===== config.mk =====
export PLATFORM = sky130hd
export DESIGN_NAME = dpcm
export DESIGN_NICKNAME = d
export VERILOG_FILES = /design/src/rtl/dpcm.sv
export SDC_FILE = /design/constraint.sdc
export NUM_CORES = 1
export LEC_CHECK = 0
export ABC_CLOCK_PERIOD_IN_PS = 3010
export CAP_MARGIN = 10
export CORE_UTILIZATION = 51
export DETAILED_ROUTE_END_ITERATION = 8
export HOLD_SLACK_MARGIN = 0.08
export PLACE_DENSITY_LB_ADDON = 0.2
export SYNTH_ARGS = -nofsm -noshare
export SYNTH_HDL_FRONTEND = slang
export SYNTH_SLANG_ARGS = --single-unit

===== constraint.sdc =====
create_clock -name clock -period 3.01 [get_ports clock]
set_input_delay 0.301 -clock clock [delete_from_list [all_inputs] [get_ports clock]]
set_output_delay 0.301 -clock clock [all_outputs]
set_load 0.05 [all_outputs]

===== src/rtl/dpcm.sv =====
// Lossless DPCM encoder: emits the difference between each accepted sample and
// the previous one, plus a decoder-side reconstruction, at most one sample per two cycles.
module dpcm #(
    parameter int unsigned DATA_W = 4
) (
    input  logic              clock,
    input  logic              reset,
    input  logic              in_valid,
    output logic              in_ready,
    input  logic [DATA_W-1:0] data,
    output logic [DATA_W:0]   code,
    output logic              code_valid,
    output logic [DATA_W-1:0] recon
);

    localparam int unsigned CODE_W = DATA_W + 1;

    typedef enum logic {
        IDLE = 1'b0,
        BUSY = 1'b1
    } state_t;

    state_t              state;
    state_t              state_next;
    logic [DATA_W-1:0]   pred;
    logic                transfer_c;
    logic [CODE_W-1:0]   diff_c;

    // Next-state logic; the difference is formed one bit wider so it never wraps.
    always_comb begin
        state_next = state;
        transfer_c = in_valid && in_ready;
        diff_c     = CODE_W'({1'b0, data}) - CODE_W'({1'b0, pred});
        case (state)
            IDLE: if (transfer_c) state_next = BUSY;
            BUSY: state_next = IDLE;
            default: state_next = IDLE;
        endcase
    end

    always_ff @(posedge clock or posedge reset) begin
        if (reset) begin
            state <= IDLE;
        end else begin
            state <= state_next;
        end
    end

    // in_ready held low through reset so it rises on the first edge afterwards.
    always_ff @(posedge clock or posedge reset) begin
        if (reset) begin
            in_ready   <= 1'b0;
            code_valid <= 1'b0;
            code       <= '0;
            pred       <= '0;
            recon      <= '0;
        end else begin
            in_ready   <= (state_next == IDLE);
            code_valid <= transfer_c;
            if (transfer_c) begin
                code  <= diff_c;
                pred  <= data;
                recon <= recon + diff_c[DATA_W-1:0];
            end
        end
    end

endmodule


==> images/flops_by_reg.png <==
Other sequential cells in the stronger gray, the rest of the logic in the fainter gray.
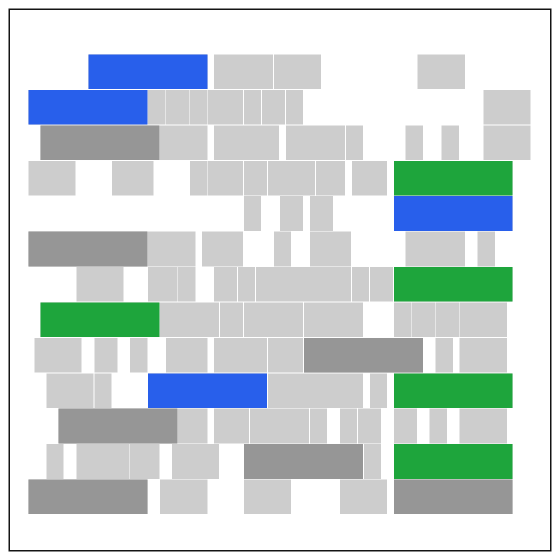
- `pred`: blue (placed flops 4)
- `code`: green (placed flops 5)

==> images/wires.png <==
Only two layers are drawn.
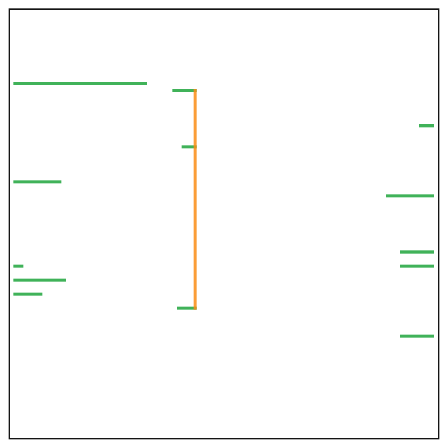
- metal 4: orange (wire length 21.1 µm)
- metal 3: green (wire length 44.4 µm)

==> impl_metrics.json <==
{
  "async_flop_share_pct": 100,
  "sequential_cell_area_um2": 400,
  "chip_area_um2": 1720,
  "die_width_um": 41.5,
  "maxUsedRoutingLayer": "met4",
  "worst_slew_pin_slew_ns": 0.599,
  "dp_worst_setup_slack_ns": 0.376,
  "leakagePower_uw": 0.000493,
  "clock_skew_ns": 0.00587,
  "total_clock_buffers_created_by_cts": 3,
  "largestClassByArea": "registers",
  "post-dp-hpwl_um": 1040,
  "detail-route-antenna-nets": 0,
  "power.density_nw_per_um2": 945,
  "critical_path_peak_fanout": 2,
  "simple_gate_share_pct": 8.82,
  "postCtsSetupBuffers": 0,
  "globalRouteMet2Util_pct": 28.7,
  "register_name_with_the_most_flops": "code",
  "grt_use_met1_pct": 22.8,
  "drc_errors": 0,
  "comb_share_pct": 34.0,
  "power_spent_charging_and_discharging_nets_uw": 421,
  "postSynthAreaPerCell_um2": 10.5,
  "critPathLaunchType": "primary input",
  "yosysChipArea_um2": 795,
  "buffer_area_share_pct": 16.7,
  "grt_pass1_wl_um": 2340,
  "ff2ff_path_depth": 9,
  "max-clock-path-buffers": 2,
  "post_synth_fa_ha_maj_area_fraction_pct": 16.1,
  "grt_max_degree": 20,
  "run_status": "finished clean",
  "final.fill_count": 100,
  "chipHeight_um": 41.5,
  "design.final.nets": 113,
  "vias": 556,
  "rr_startpoint": "pred[0]",
  "route.layer.met1.wl_um": 597,
  "clock_buffers": 4,
  "relSlewSlack_pct": 60.0,
  "worst_r2r_endpoint": "recon[3]",
  "synth_area_leader_cell": "dfrtp_1"
}
==> images/layer_met2.png <==
Bar = 10 µm.
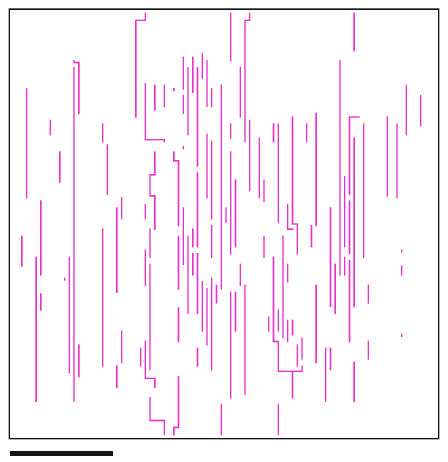
- main direction: vertical
- nets with wire on the layer: 94
- share of all routed wire: 49%
- longest straight run: 32.3 µm
- wire length on this layer: 647 µm

